<file path="src/rtl/seq_multiplier_pkg.sv">
// Shared definitions for seq_multiplier: FSM state encoding and default width.
package seq_multiplier_pkg;

  localparam int DEFAULT_WIDTH = 8;

  typedef enum logic [1:0] {
    ST_IDLE = 2'd0,
    ST_BUSY = 2'd1,
    ST_DONE = 2'd2
  } state_t;

endpackage

</file>
<file path="src/rtl/seq_multiplier.sv">
// Iterative shift-add multiplier: one partial product per clock, registered
// product, valid/ready handshake on operand and result sides.
// Optional macro SEQ_MULT_SIGNED_EN: two's-complement operands and product
// (magnitudes are multiplied, sign applied when the result is registered).
module seq_multiplier
  import seq_multiplier_pkg::*;
#(
  parameter int WIDTH = DEFAULT_WIDTH,
  parameter int CNT_W = $clog2(WIDTH) + 1
) (
  input  logic               clk,
  input  logic               rst,
  input  logic               in_valid,
  output logic               in_ready,
  input  logic [WIDTH-1:0]   a,
  input  logic [WIDTH-1:0]   b,
  output logic               out_valid,
  input  logic               out_ready,
  output logic [2*WIDTH-1:0] prod
);

  state_t             state;
  state_t             state_next;
  logic [CNT_W-1:0]   cnt;
  logic [2*WIDTH-1:0] acc;
  logic [2*WIDTH-1:0] mcand;
  logic [WIDTH-1:0]   mplier;
  logic [2*WIDTH-1:0] acc_sum;
  logic [2*WIDTH-1:0] result;
  logic [WIDTH-1:0]   a_load;
  logic [WIDTH-1:0]   b_load;
  logic               last;
`ifdef SEQ_MULT_SIGNED_EN
  logic               neg;
`endif

  assign in_ready = (state == ST_IDLE);
  assign last     = (cnt == CNT_W'(WIDTH - 1));

  // Operand conditioning, this cycle's partial-product add and final result.
  always_comb begin
    acc_sum = acc + (mplier[0] ? mcand : '0);
`ifdef SEQ_MULT_SIGNED_EN
    a_load  = a[WIDTH-1] ? (~a + WIDTH'(1)) : a;
    b_load  = b[WIDTH-1] ? (~b + WIDTH'(1)) : b;
    result  = neg ? (~acc_sum + (2*WIDTH)'(1)) : acc_sum;
`else
    a_load  = a;
    b_load  = b;
    result  = acc_sum;
`endif
  end

  // Next-state logic: accept in IDLE, iterate WIDTH times, hold until consumed.
  always_comb begin
    state_next = state;
    unique case (state)
      ST_IDLE: if (in_valid) state_next = ST_BUSY;
      ST_BUSY: if (last)     state_next = ST_DONE;
      ST_DONE: if (out_ready) state_next = ST_IDLE;
      default: state_next = ST_IDLE;
    endcase
  end

  // State register.
  always_ff @(posedge clk) begin
    if (rst) state <= ST_IDLE;
    else     state <= state_next;
  end

  // Datapath: load operands on accept, shift-add while busy, capture result.
  always_ff @(posedge clk) begin
    if (rst) begin
      cnt       <= '0;
      acc       <= '0;
      mcand     <= '0;
      mplier    <= '0;
      prod      <= '0;
      out_valid <= 1'b0;
`ifdef SEQ_MULT_SIGNED_EN
      neg       <= 1'b0;
`endif
    end else begin
      out_valid <= (state_next == ST_DONE);
      unique case (state)
        ST_IDLE: begin
          if (in_valid) begin
            mcand  <= {{WIDTH{1'b0}}, a_load};
            mplier <= b_load;
            acc    <= '0;
            cnt    <= '0;
`ifdef SEQ_MULT_SIGNED_EN
            neg    <= a[WIDTH-1] ^ b[WIDTH-1];
`endif
          end
        end
        ST_BUSY: begin
          acc    <= acc_sum;
          mcand  <= mcand << 1;
          mplier <= mplier >> 1;
          cnt    <= cnt + CNT_W'(1);
          if (last) prod <= result;
        end
        default: ;
      endcase
    end
  end

endmodule

</file>
<file path="config.mk">
export PLATFORM = sky130hd
export DESIGN_NAME = seq_multiplier
export DESIGN_NICKNAME = d
export VERILOG_FILES = /design/src/rtl/seq_multiplier_pkg.sv /design/src/rtl/seq_multiplier.sv
export SDC_FILE = /design/constraint.sdc
export NUM_CORES = 1
export LEC_CHECK = 0
export ABC_CLOCK_PERIOD_IN_PS = 4210
export CAP_MARGIN = 20
export CORE_AREA = 2 2 82 84
export DETAILED_ROUTE_END_ITERATION = 6
export DIE_AREA = 0 0 84 86
export DONT_BUFFER_PORTS = 1
export PLACE_DENSITY = 0.73
export SYNTH_ARGS = -nofsm -noshare
export SYNTH_HDL_FRONTEND = slang
export SYNTH_SLANG_ARGS = --single-unit
</file>
<file path="constraint.sdc">
create_clock -name clk -period 4.21 [get_ports clk]
set_clock_uncertainty 0.15 [all_clocks]
set_input_delay 0.842 -clock clk [delete_from_list [all_inputs] [get_ports clk]]
set_output_delay 0.842 -clock clk [all_outputs]
set_load 0.01 [all_outputs]
</file>
==> impl_metrics.env, run 1 <==
# flow metrics
export IMPL_regToRegStartpoint="mplier[0]$_SDFFE_PP0P_"
export IMPL_fin_cells=491
export IMPL_fillerInstances=582
export IMPL_netlist_top_cells_area="dfxtp_1 37%, nor2_1 8.3%, ha_1 5.9%"
export IMPL_wirelength_met1_um=3400
export IMPL_hold_slack_ns=0.306
export IMPL_wl_met3_um=503
export IMPL_logic_gate_count=329
export IMPL_worstMarginPinSlew_ns=0.798
export IMPL_ctsHoldBuffers=0
export IMPL_grt_overflow=0
export IMPL_postSynthCellCount=423
export IMPL_syn_avg_cell_area_um2=8.08
export IMPL_common_cells="76 x nor2_1, 63 x dfxtp_1, 36 x a21oi_1"
export IMPL_layout_min_cycle_time_ns=2.59
export IMPL_fin_util_pct=57.5
export IMPL_dpl_cell_area_um2=3410
export IMPL_rsz0062_at_grt="false"
export IMPL_antenna_diode_count=0
export IMPL_crit_end="prod[15]$_SDFFE_PP0P_"
export IMPL_wl_um=7100
export IMPL_lay_top_count="nor2_1"
export IMPL_hpwl_um=5000
export IMPL_dieArea_um2=7220
export IMPL_top_logic_kind="simple AND/OR/NAND/NOR gates"
export IMPL_dp_slack_ns=1.61
export IMPL_synth_nets=460
export IMPL_wl_per_cell_um=14.5
export IMPL_pwr_share_clk_pct=42.1
export IMPL_clock_cell_area_share_pct=5.48
export IMPL_std_cell_rows=29
export IMPL_max_freq_mhz=386
export IMPL_grt_pass1_vias=2544
export IMPL_min_from="acc[13]$_SDFFE_PP0P_"
export IMPL_taps=77
export IMPL_path_clk_slew_ns=0.07
export IMPL_sh_comb_area_pct=55.8
export IMPL_maxSlewViolCount=0
export IMPL_fin_crit_sh_pct=61.5
export IMPL_synth_top_cell_by_count="nor2_1"
export IMPL_clock_path_buffers=2
export IMPL_final_layout_size_suffix_gt1_share_pct=7.97
export IMPL_cp_end_kind="flop"
export IMPL_drt_first_iter_violations=170
export IMPL_finalHoldViolations=0
export IMPL_grt_use_met2_pct=29.5
export IMPL_p_clk_mw=0.519
export IMPL_comb_area_um2=2010
export IMPL_grt_use_met1_pct=30.2
export IMPL_max_stage_delay_ns=0.53
export IMPL_async_flop_share_pct=0
export IMPL_yosys_warnings=0
export IMPL_ys_seq_share_pct=36.9
export IMPL_drtAntennaViolNets=0
export IMPL_final_area_um2=3610
export IMPL_synth_compound_area_share_pct=22.5
export IMPL_r2r_cells=8
export IMPL_area_share_nonclk_buffers_pct=1.04
export IMPL_antenna_found_initial=0
export IMPL_nNonClkBuffers=5
export IMPL_die_w_um=84
export IMPL_arrival_ns=2.71
export IMPL_drc=0
export IMPL_final_seq_area_um2=1260
export IMPL_synth_edff_count=0
export IMPL_setup_viol_count_final=0
export IMPL_inverters=1
export IMPL_path_cells="and2_1 -> ha_1 -> a21oi_4 -> nand2_1 -> a221o_1 -> a41oi_4 -> nor4_1 -> a211oi_2"
export IMPL_crit_type="reg2reg"
export IMPL_p_leak_nw=1.48
export IMPL_grt_busiest_layer="met1"
export IMPL_p_seq_share_pct=50.7
export IMPL_ctsResizeCount=0
export IMPL_final_layout_top_logic_cells="76 x nor2_1, 63 x dfxtp_1, 36 x a21oi_1"
export IMPL_largest_area_cell="dfxtp_1"
export IMPL_p_sw_share_pct=24.3
export IMPL_crit_cells=8
export IMPL_r2r_end="prod[15]$_SDFFE_PP0P_"
export IMPL_postCtsSetupRepairBufs=0
export IMPL_vias_per_cell=5.78
export IMPL_cp_buffers_inverters=0
export IMPL_dp_cells=475
export IMPL_ys_types=57
export IMPL_intPower_mw=0.935
export IMPL_nClkBuffers=10
export IMPL_use_met3_pct=4.43
export IMPL_cts_tree="built"
export IMPL_vias=2837
export IMPL_dominantRegCellSynth="dfxtp_1"
export IMPL_warnings=26
export IMPL_synth_seq_cells=63
export IMPL_io_pins=38
export IMPL_total_power_mw=1.23
export IMPL_hp_class="reg2reg"
export IMPL_power_switching_mw=0.299
export IMPL_layout_nets=446
export IMPL_cts_root_buf="clkbuf_8"
export IMPL_top_regs="acc x16, mcand x16, prod x16"
export IMPL_finalSetupTns_ns=0
export IMPL_grt_start_max_net_pins=65
export IMPL_grt_pass1_wl_um=12100
export IMPL_synth_simple_area_share_pct=26.2
export IMPL_met2_length_um=3080
export IMPL_xor_share_pct=3.33
export IMPL_yosys_cells=423
export IMPL_cp_max_fo=17
export IMPL_cpLargestDelayFamily="AND-OR/OR-AND gates"
export IMPL_outcome="finished, final reports clean"
export IMPL_power_group_top="sequential cells"
export IMPL_worst_slack_ns=1.62
export IMPL_track_usage_pct=21.0
export IMPL_largestClassByArea="logic gates"
export IMPL_max_slew_margin_pct=46.6
export IMPL_yosysTopAreaCellShare_pct=36.9
export IMPL_highest_layer="met4"
export IMPL_gp_congestion=0.881
export IMPL_cts_buffers_inserted=9
export IMPL_vdd_drop_max_mv=0.259
export IMPL_syn_area_um2=3420
run_1/port_trees.png
Drawn at 6 px/µm.
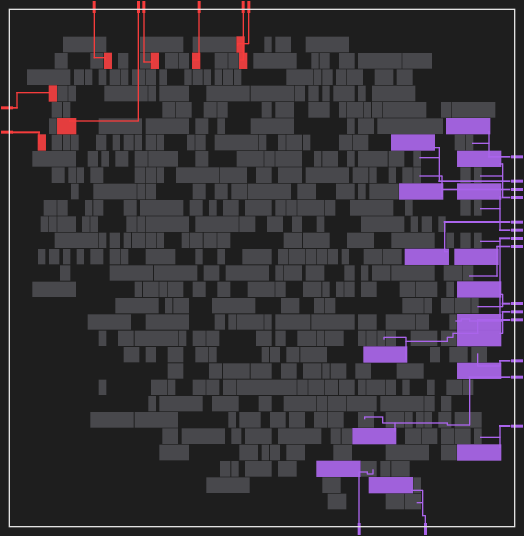
b -> red  # bits 8, direction input, edge 6 top, 2 left, end cells 8, wire 89.8 µm
prod -> purple  # bits 16, direction output, edge 14 right, 2 bottom, end cells 16, wire 240 µm

run_1/layers.png
Drawn at 4 px/µm.
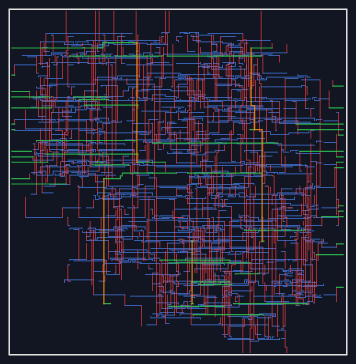
M4 -> orange  # wire length 128 µm
M2 -> red  # wire length 3,080 µm
M3 -> green  # wire length 504 µm
M1 -> blue  # wire length 3,400 µm

run_1/clock_nets.png
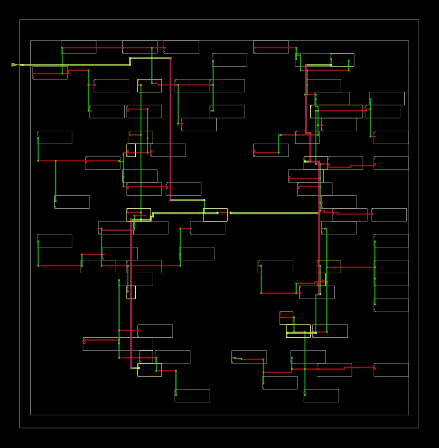
Flops: 63
Clk Latency, worst-skew pair: 0.34 ns

run_1/ff_map.png
Drawn at 3 px/µm.
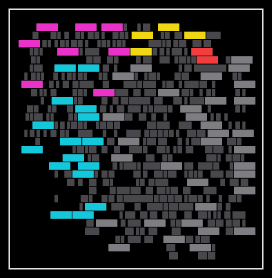

==> run 2: changes to the inputs <==
--- a/config.mk
+++ b/config.mk
@@ -5,13 +5,13 @@
 export SDC_FILE = /design/constraint.sdc
 export NUM_CORES = 1
 export LEC_CHECK = 0
-export ABC_CLOCK_PERIOD_IN_PS = 4210
+export ABC_CLOCK_PERIOD_IN_PS = 2100
 export CAP_MARGIN = 20
 export CORE_AREA = 2 2 82 84
 export DETAILED_ROUTE_END_ITERATION = 6
 export DIE_AREA = 0 0 84 86
 export DONT_BUFFER_PORTS = 1
-export PLACE_DENSITY = 0.73
+export PLACE_DENSITY = 0.76
 export SYNTH_ARGS = -nofsm -noshare
 export SYNTH_HDL_FRONTEND = slang
 export SYNTH_SLANG_ARGS = --single-unit
==> constraint.sdc (replaced) <==
create_clock -name clk -period 2.1 [get_ports clk]
set_clock_uncertainty 0.15 [all_clocks]
set_input_delay 0.42 -clock clk [delete_from_list [all_inputs] [get_ports clk]]
set_output_delay 0.42 -clock clk [all_outputs]
set_load 0.01 [all_outputs]
run_2/ff_map.png
Drawn at 3 px/µm.
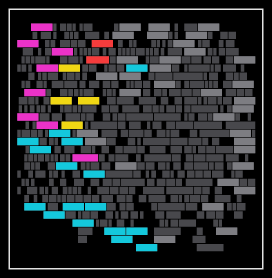
mplier -> magenta  # sequential cells 8
cnt -> yellow  # sequential cells 4
state -> red  # sequential cells 2
mcand -> cyan  # sequential cells 16
not coloured = 33

==> run 2 against run 1 <==
The flow now finishes with violations (setup timing). Non-clock buffer count is 64 higher. Worst setup slack worse by 1.8 ns. Critical path depth is 1 higher. Clock power is 82% higher. Clock-buffer cell count is 1 lower. Hold slack worse by 0.29 ns. Via count is 17% higher.
==> impl_metrics.env, run 2 <==
# flow metrics
export IMPL_syn_area_um2=3420
export IMPL_antenna_found_initial=0
export IMPL_grt_pass1_wl_um=14600
export IMPL_max_slew_margin_pct=68.1
export IMPL_layout_nets=510
export IMPL_final_layout_size_suffix_gt1_share_pct=28.9
export IMPL_arrival_ns=2.41
export IMPL_die_w_um=84
export IMPL_netlist_top_cells_area="dfxtp_1 37%, nor2_1 8.3%, ha_1 5.9%"
export IMPL_top_regs="acc x16, mcand x16, prod x16"
export IMPL_wl_um=9670
export IMPL_numSequentialCells=63
export IMPL_synth_seq_cells=63
export IMPL_highest_layer="met4"
export IMPL_layout_min_cycle_time_ns=2.31
export IMPL_ys_types=57
export IMPL_crit_cells=9
export IMPL_power_group_top="sequential cells"
export IMPL_vias=3316
export IMPL_synth_edff_count=0
export IMPL_wl_met3_um=581
export IMPL_comb_area_um2=2420
export IMPL_cts_buffers_inserted=9
export IMPL_wirelength_met1_um=3960
export IMPL_final_layout_top_logic_cells="75 x nor2_1, 61 x dfxtp_1, 47 x buf_4"
export IMPL_synth_simple_area_share_pct=26.2
export IMPL_syn_avg_cell_area_um2=8.08
export IMPL_setup_viol_count_final=19
export IMPL_dp_slack_ns=-0.206
export IMPL_r2r_cells=9
export IMPL_min_from="rst"
export IMPL_cp_end_kind="flop"
export IMPL_finalHoldViolations=0
export IMPL_final_seq_area_um2=1270
export IMPL_cp_max_fo=6
export IMPL_fin_cells=555
export IMPL_taps=77
export IMPL_logic_gate_count=329
export IMPL_outcome="complete, but fails checks"
export IMPL_common_cells="76 x nor2_1, 63 x dfxtp_1, 36 x a21oi_1"
export IMPL_cts_tree="built"
export IMPL_top_logic_kind="simple AND/OR/NAND/NOR gates"
export IMPL_grt_busiest_layer="met2"
export IMPL_clock_cell_area_share_pct=3.80
export IMPL_yosys_cells=423
export IMPL_final_area_um2=4550
export IMPL_p_sw_share_pct=27.8
export IMPL_pwr_share_clk_pct=37.6
export IMPL_worstMarginPinSlew_ns=0.477
export IMPL_intPower_mw=1.82
export IMPL_std_cell_rows=29
export IMPL_largestClassByArea="logic gates"
export IMPL_area_share_nonclk_buffers_pct=13.0
export IMPL_cts_root_buf="clkbuf_8"
export IMPL_worst_slack_ns=-0.212
export IMPL_largest_area_cell="dfxtp_1"
export IMPL_yosysTopAreaCellShare_pct=36.9
export IMPL_ctsHoldBuffers=15
export IMPL_grt_start_max_net_pins=65
export IMPL_inverters=1
export IMPL_vdd_drop_max_mv=0.462
export IMPL_dieArea_um2=7220
export IMPL_violations="setup timing"
export IMPL_hpwl_um=5870
export IMPL_r2r_end="acc[14]$_SDFFE_PP0P_"
export IMPL_drc=0
export IMPL_fin_util_pct=72.4
export IMPL_finalSetupTns_ns=-2.57
export IMPL_grt_overflow=0
export IMPL_grt_use_met2_pct=44.3
run_2/port_trees.png
Drawn at 6 px/µm.
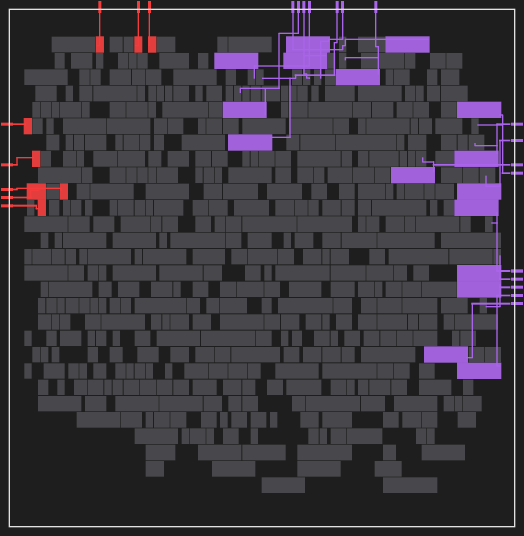
Port Buffers: 0
io pins: 38

Power figures rest on the tool's default switching activity, not on a simulated workload.
